[src/rtl/zjh_timer_ctrl.sv]
// Sequencer for a cascaded 74HC161-style counter chain: one-shot/periodic timer
// that drives load/enable pins, watches terminal count and reports tick/done/busy.
`timescale 1ns/1ps
module zjh_timer_ctrl #(
    parameter  int unsigned STAGES = 2,
    localparam int unsigned W      = 4 * STAGES
) (
    input  logic         Clk,
    input  logic         MR,
    input  logic         start,
    input  logic         stop,
    input  logic         pause,
    input  logic         mode,
    input  logic [W-1:0] len,
    output logic         busy,
    output logic         tick,
    output logic         done,
    output logic         err,
    output logic         cnt_PE,
    output logic         cnt_Cep,
    output logic         cnt_Cet,
    output logic [W-1:0] cnt_D,
    input  logic         cnt_TC
);

    typedef enum logic [1:0] {
        S_IDLE = 2'd0,
        S_LOAD = 2'd1,
        S_RUN  = 2'd2
    } state_e;

    state_e       state_q, state_d;
    logic [W-1:0] len_q, len_d;
    logic         mode_q, mode_d;
    logic         tick_q, tick_d;
    logic         done_q, done_d;
    logic         err_q, err_d;
    logic         pe_c, cep_c;

    always_ff @(posedge Clk or posedge MR) begin
        if (MR) begin
            state_q <= S_IDLE;
            len_q   <= '0;
            mode_q  <= 1'b0;
            tick_q  <= 1'b0;
            done_q  <= 1'b0;
            err_q   <= 1'b0;
        end else begin
            state_q <= state_d;
            len_q   <= len_d;
            mode_q  <= mode_d;
            tick_q  <= tick_d;
            done_q  <= done_d;
            err_q   <= err_d;
        end
    end

    // Next state, status pulses and chain load/parallel-enable control
    always_comb begin
        state_d = state_q;
        len_d   = len_q;
        mode_d  = mode_q;
        tick_d  = 1'b0;
        done_d  = 1'b0;
        err_d   = 1'b0;
        pe_c    = 1'b1;
        cep_c   = 1'b0;
        unique case (state_q)
            S_IDLE: begin
                if (!stop && start) begin
                    if (len != '0) begin
                        len_d   = len;
                        mode_d  = mode;
                        state_d = S_LOAD;
                    end else begin
                        err_d = 1'b1;
                    end
                end
            end
            S_LOAD: begin
                pe_c    = 1'b0;
                state_d = stop ? S_IDLE : S_RUN;
            end
            S_RUN: begin
                if (stop) begin
                    state_d = S_IDLE;
                end else if (!pause) begin
                    cep_c = 1'b1;
                    if (cnt_TC) begin
                        tick_d = 1'b1;
                        if (mode_q) begin
                            pe_c = 1'b0;
                        end else begin
                            // Leave the chain parked at all-ones after a one-shot
                            cep_c   = 1'b0;
                            done_d  = 1'b1;
                            state_d = S_IDLE;
                        end
                    end
                end
            end
            default: state_d = S_IDLE;
        endcase
    end

    // Trickle enable kept free of cnt_TC, since the chain's TC is gated by it
    assign cnt_Cet = (state_q == S_RUN) && !stop && !pause;
    assign cnt_PE  = pe_c;
    assign cnt_Cep = cep_c;
    assign cnt_D   = W'(0) - len_q;
    assign busy    = (state_q != S_IDLE);
    assign tick    = tick_q;
    assign done    = done_q;
    assign err     = err_q;

endmodule
[config.mk]
export PLATFORM = sky130hd
export DESIGN_NAME = zjh_timer_ctrl
export DESIGN_NICKNAME = d
export VERILOG_FILES = /design/src/rtl/zjh_timer_ctrl.sv
export SDC_FILE = /design/constraint.sdc
export NUM_CORES = 1
export LEC_CHECK = 0
export CAP_MARGIN = 20
export CORE_MARGIN = 5
export CORE_UTILIZATION = 46
export CTS_BUF_LIST = sky130_fd_sc_hd__clkbuf_8
export CTS_CLUSTER_DIAMETER = 150
export CTS_CLUSTER_SIZE = 10
export DETAILED_ROUTE_END_ITERATION = 10
export GPL_ROUTABILITY_DRIVEN = 0
export PLACE_DENSITY = 0.88
export SYNTH_ARGS = -nofsm -noshare
export SYNTH_HDL_FRONTEND = slang
export SYNTH_SLANG_ARGS = --single-unit
export TNS_END_PERCENT = 10
[constraint.sdc]
create_clock -name Clk -period 3.6 [get_ports Clk]
set_input_delay 0.72 -clock Clk [delete_from_list [all_inputs] [get_ports Clk]]
set_output_delay 0.72 -clock Clk [all_outputs]
set_load 0.01 [all_outputs]
==> run_1/layer_met1.png <==
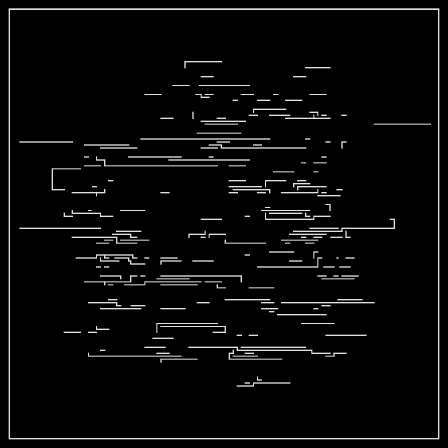
The layer holds 35% of the routed length. 84 nets have wire on it. The layer carries 532 um of wire. The wires run mostly horizontal. The longest straight run is 14.7 um.
total wirelength of the detailed-routed design: 1527 um
total number of vias: 557
met1 track demand over resource: 13.10%

==> run_1/layer_met2.png <==
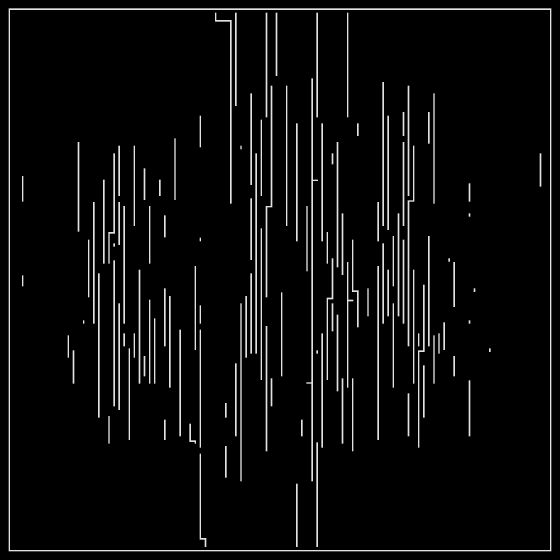
97 nets have wire on it. The longest straight run is 36.4 um. The layer carries 798 um of wire. The wires run mostly vertical.
GR met2 Demand/Resource: 24.35%

==> results.py, run 1 <==
# Metrics from the implementation run
metrics = {
    "finish": {
        "stdcell_count": 107,
        "layout.cells.largest_class": "registers",
        "most-common-layout-cells": "29 x sky130_fd_sc_hd__clkdlybuf4s50_1, 14 x sky130_fd_sc_hd__dfrtp_1, 9 x sky130_fd_sc_hd__mux2_2",
        "seq_area_um2": 350.3,
        "area.share.sequential_pct": 33.65,
        "nFlopsAndLatches": 14,
        "layout.comb_gates.multi_input": 40,
    },
    "run": {
        "log.warning_count": 26,
        "max-cap-violations": 0,
    },
    "power": {
        "ir_drop_uv": 282.2,
    },
    "floorplanning": {
        "taps": 16,
        "fp.dieArea_um2": 2394,
        "fp_util_pct": 47.36,
        "number_of_top_level_pins": 30,
    },
    "cts": {
        "cts_htree_levels": 1,
        "post_cts.resized_instances": 0,
    },
    "sta": {
        "final-setup-viol-count": 0,
        "rsz0062_at_grt": "no",
        "setup_total_negative_slack_ns": 0,
        "min_period_over_period_pct": 83.08,
        "maxSlewHeadroom_pct": 52.27,
    },
    "worst_setup_path": {
        "worstReg2RegStart": "state_q[0]",
        "critical_path_class": "in -> out",
        "critical_path_buf_inv_count": 2,
        "critPathLaunchType": "input port",
        "max_stage_delay_ns": 0.54,
        "path_depth": 4,
    },
    "synthesis": {
        "yosys_instances": 60,
        "mappedNetlistArea_um2": 696.9,
        "cells_after_synthesis": 60,
        "asyncSetResetFlopFracSynth_pct": 100.0,
        "synthesis.yosys.warnings": 0,
        "netlist-cell-type-count": 21,
        "synth.yosys.seq_area_share_pct": 50.27,
    },
    "status": {
        "run_status": "finished, final reports clean",
    },
    "drt": {
        "number_of_routed_nets_with_antenna_violations": 0,
    },
    "grt": {
        "grt_start_max_net_pins": 15,
    },
    "hold_path": {
        "min_delay_path_depth": 1,
    },
}
==> run_1/layer_met3.png <==
Bar = 10 um. Cells faint in the background.
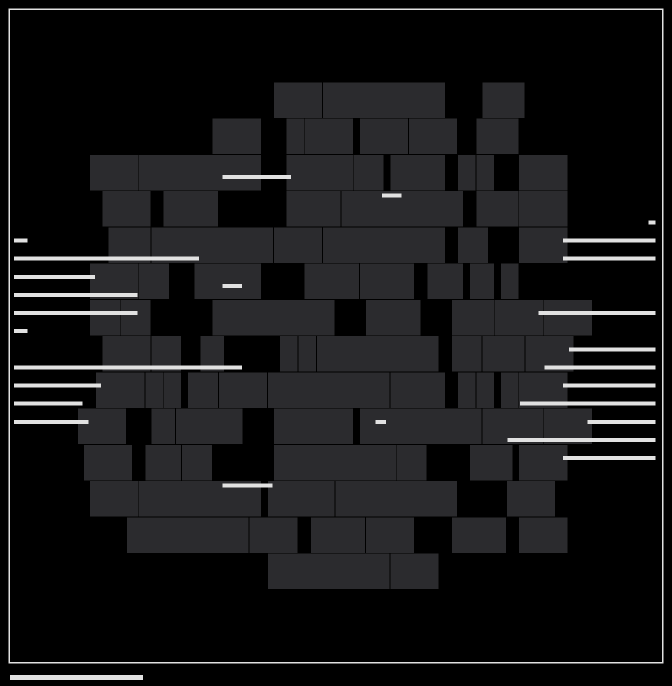
The longest straight run is 16.8 um. The layer carries 158 um of wire. The wires run mostly horizontal. The layer holds 10% of the routed length.
met3 routing resource usage after global routing: 5.199%

==> run 1: cell families (layout without fill, tap and decap cells) <==
family	Yosys count	in the layout	share of synthesized area, %
xor gates and xnor gates	6	6	7.540
AOI/OAI and AO/OA	4	4	5.387
adders and majority gates	1	1	1.795
DFF	14	14	50.27
buffers and inverters	6	37	3.771
and+or+nand+nor	20	20	16.70
muxes	9	9	14.54
==> run 1: cell usage after synthesis (2+ instances only) <==
master | count | area, um^2
sky130_fd_sc_hd__dfrtp_1 | 14 | 350.3
sky130_fd_sc_hd__inv_1 | 5 | 18.77
sky130_fd_sc_hd__nand2b_1 | 2 | 12.51
sky130_fd_sc_hd__mux2_2 | 9 | 101.4
sky130_fd_sc_hd__xor2_1 | 2 | 17.52
sky130_fd_sc_hd__nand2_1 | 3 | 11.26
sky130_fd_sc_hd__xnor2_1 | 4 | 35.03
sky130_fd_sc_hd__nor3_1 | 2 | 10.01
sky130_fd_sc_hd__nor4_1 | 4 | 25.02
sky130_fd_sc_hd__and2_1 | 2 | 12.51
sky130_fd_sc_hd__nor2_1 | 3 | 11.26
==> run 1: sequential cells by signal, indices dropped and copies added, names as in the netlist <==
name,count
len_q,8
state_q,2
done,1
err,1
mode_q,1
tick,1
==> run 1: metal layers <==
layer | track usage (%) | up-vias | routed length [um]
li1 | - | 271 | -
met1 | 13.10 | 255 | 532
met2 | 24.35 | 26 | 797
met3 | 5.199 | 5 | 157
met4 | 7.623 | 0 | 40
met5 | 0 | - | 0
==> run 1: power breakdown <==
part	internal, mW	total (mW)	switching (mW)
combinational	0.110	0.174	0.0641
sequential	0.182	0.208	0.0259
clock	0.0737	0.122	0.0484
==> run_1/flops_by_reg.png <==
Bar = 10 um.
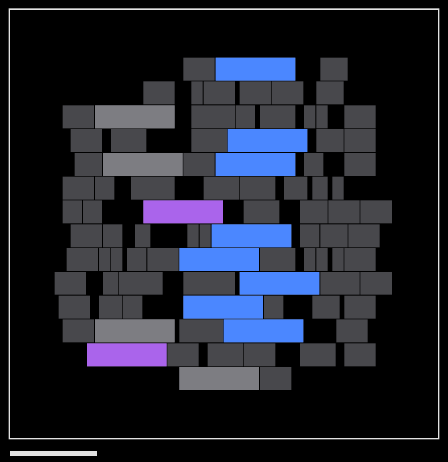

==> run 2: changes to the inputs <==
--- a/config.mk
+++ b/config.mk
@@ -7,13 +7,13 @@
 export LEC_CHECK = 0
 export CAP_MARGIN = 20
 export CORE_MARGIN = 5
-export CORE_UTILIZATION = 46
+export CORE_UTILIZATION = 42
 export CTS_BUF_LIST = sky130_fd_sc_hd__clkbuf_8
 export CTS_CLUSTER_DIAMETER = 150
 export CTS_CLUSTER_SIZE = 10
 export DETAILED_ROUTE_END_ITERATION = 10
 export GPL_ROUTABILITY_DRIVEN = 0
-export PLACE_DENSITY = 0.88
+export PLACE_DENSITY = 0.82
 export SYNTH_ARGS = -nofsm -noshare
 export SYNTH_HDL_FRONTEND = slang
 export SYNTH_SLANG_ARGS = --single-unit
==> constraint.sdc (replaced) <==
create_clock -name Clk -period 3.1 [get_ports Clk]
set_input_delay 0.62 -clock Clk [delete_from_list [all_inputs] [get_ports Clk]]
set_output_delay 0.62 -clock Clk [all_outputs]
set_load 0.01 [all_outputs]
==> run_2/flops_by_reg.png <==
Bar = 20 um.
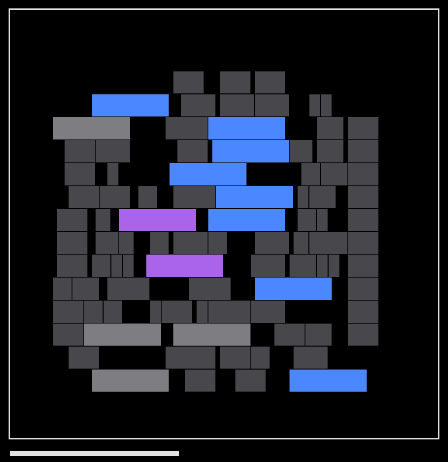
len_q: in blue, placed flops 8. state_q: in purple, placed flops 2.

==> run_2/layer_met3.png <==
Bar = 20 um. Cells faint in the background.
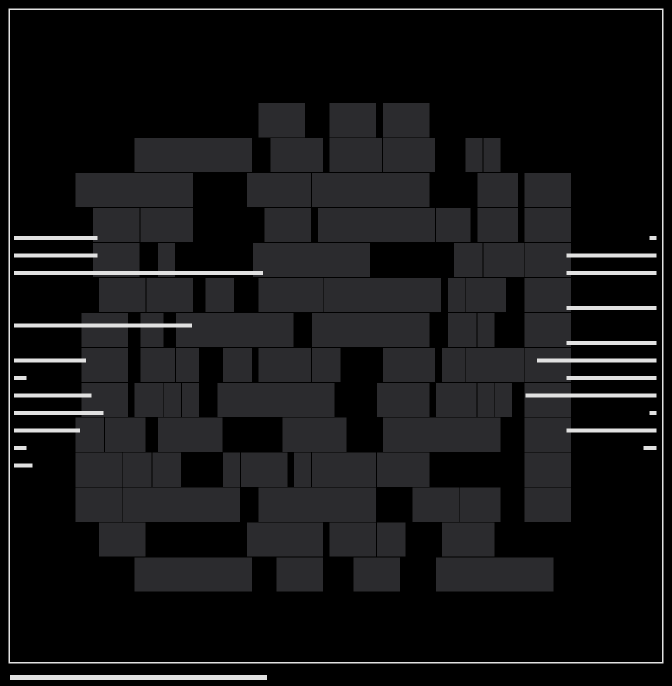
The wires run mostly horizontal. The longest straight run is 19.1 um.

==> run_2/layer_met2.png <==
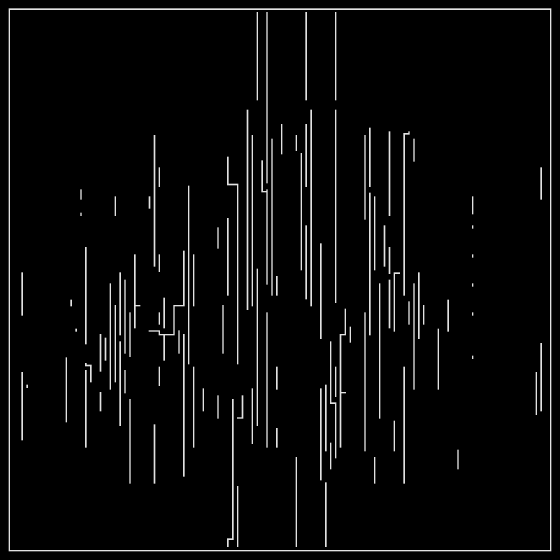
92 nets have wire on it. The wires run mostly vertical.
total wirelength of the detailed-routed design: 1449 um
total number of vias: 535

==> results.py, run 2 <==
# Metrics from the implementation run
metrics = {
    "power": {
        "proportion_of_power_drawn_by_flip_flops_and_latches_pct": 39.0,
        "combPwrFrac_pct": 32.7,
        "pint_uw": 450.7,
        "netSwitchingPower_uw": 162.4,
        "share_clk_of_total_power_pct": 28.3,
        "ir_drop_uv": 359.5,
        "switching_share_pct": 26.48,
    },
    "synthesis": {
        "netlist-cell-type-count": 21,
        "synthesis.yosys.warnings": 0,
        "synth_top_cells_by_count": "14 x sky130_fd_sc_hd__dfrtp_1, 9 x sky130_fd_sc_hd__mux2_2, 5 x sky130_fd_sc_hd__inv_1, 4 x sky130_fd_sc_hd__nor4_1, 4 x sky130_fd_sc_hd__xnor2_1",
        "yosys_instances": 60,
        "mappedNetlistArea_um2": 696.9,
        "synth.yosys.seq_area_share_pct": 50.27,
        "post-synth-top-area-fraction_pct": 50.27,
        "cells_after_synthesis": 60,
        "topCellsByArea": "sky130_fd_sc_hd__dfrtp_1 50%, sky130_fd_sc_hd__mux2_2 15%, sky130_fd_sc_hd__xnor2_1 5.0%, sky130_fd_sc_hd__nor4_1 3.6%, sky130_fd_sc_hd__inv_1 2.7%",
        "synth.largest_area_cell": "sky130_fd_sc_hd__dfrtp_1",
        "synth.most_common_cell": "sky130_fd_sc_hd__dfrtp_1",
    },
    "worst_setup_path": {
        "critical_path_class": "reg -> out",
        "worstReg2RegStart": "state_q[0]",
        "critical_path.startpoint": "len_q[3]",
        "critical_path_required_ns": 2.48,
        "rr_worst_depth": 3,
        "ff2ff_setup_slack_ns": 1.30,
    },
    "grt": {
        "grt_start_max_net_pins": 15,
    },
    "sta": {
        "final-setup-viol-count": 0,
        "min_period_over_period_pct": 91.03,
        "setup_total_negative_slack_ns": 0,
        "rsz0062_at_grt": "no",
    },
    "finish": {
        "stdcell_count": 108,
        "reg_with_most_ffs": "len_q",
        "reg_top3": "len_q (8), state_q (2)",
        "number_of_flip_flops_in_the_largest_register": 8,
        "most-common-layout-cells": "29 x sky130_fd_sc_hd__clkdlybuf4s50_1, 14 x sky130_fd_sc_hd__dfrtp_1, 9 x sky130_fd_sc_hd__mux2_2",
    },
    "hold_path": {
        "min_delay_path_depth": 1,
    },
    "floorplanning": {
        "die_width_um": 50.74,
        "fp.dieArea_um2": 2574,
        "fp_util_pct": 45.21,
        "number_of_top_level_pins": 30,
    },
    "cts": {
        "cts_setup_buffers": 0,
        "post_cts.resized_instances": 0,
        "post_cts_hold_buffer_count": 0,
        "cts_htree_levels": 1,
    },
    "drt": {
        "number_of_routed_nets_with_antenna_violations": 0,
    },
    "run": {
        "max-cap-violations": 0,
        "log.warning_count": 26,
    },
    "status": {
        "run_status": "finished, final reports clean",
    },
}
[run 2: kinds of logic after synthesis]
| group | Yosys count | synth area share [%] |
|---|---|---|
| flops | 14 | 50.27 |
| fa+ha+maj | 1 | 1.795 |
| buf+inv | 6 | 3.771 |
| simple gates | 20 | 16.70 |
| xor+xnor | 6 | 7.540 |
| mux | 9 | 14.54 |
| compound gates | 4 | 5.387 |
[run 2: critical path, cell delays in order, from the launching register on]
cell and delay, ns:
sky130_fd_sc_hd__dfrtp_1 0.41, sky130_fd_sc_hd__or4_1 0.55, sky130_fd_sc_hd__nor4_1 0.28, sky130_fd_sc_hd__xnor2_1 0.16
sky130_fd_sc_hd__clkdlybuf4s50_1 0.56
[run 2: metal layers]
metal  GRT usage (%)  up-vias  part of all wire, %
li1                -      271                    -
met1           17.40      242                   44
met2           19.83       22                   47
met3           4.142        0                  9.0
met4           3.830        0                    0
met5               0        -                    0
[run 2: final cells by class]
cell class	count	area (um^2)	area share (%)
timing repair buffer	29	290.3	27.52
multi-input combinational	40	320.3	30.37
clock buffer	4	55.05	5.219
inverter	5	18.77	1.779
sequential	14	350.3	33.21
tap	16	20.02	1.898
[run 2: power by group through the flow]
stage	clock network [mW]	logic, mW	registers (mW)
CTS	0.177	0.204	0.240
detailed placement	0	0.203	0.243
finish	0.173	0.201	0.239
global route	0.187	0.216	0.245
global placement	0	0.199	0.242
floorplan	0	0.105	0.235
[run 2: through the flow]
stage | total power [mW] | utilization [%]
4_1_cts | 0.6204 | 68.43
5_1_grt | 0.6492 | 68.43
3_5_place_dp | 0.4450 | 64.85
3_3_place_gp | 0.4408 | 64.85
6_report | 0.6130 | 68.43
2_1_floorplan | 0.3402 | -
Power is estimated from default activity; no workload was simulated.
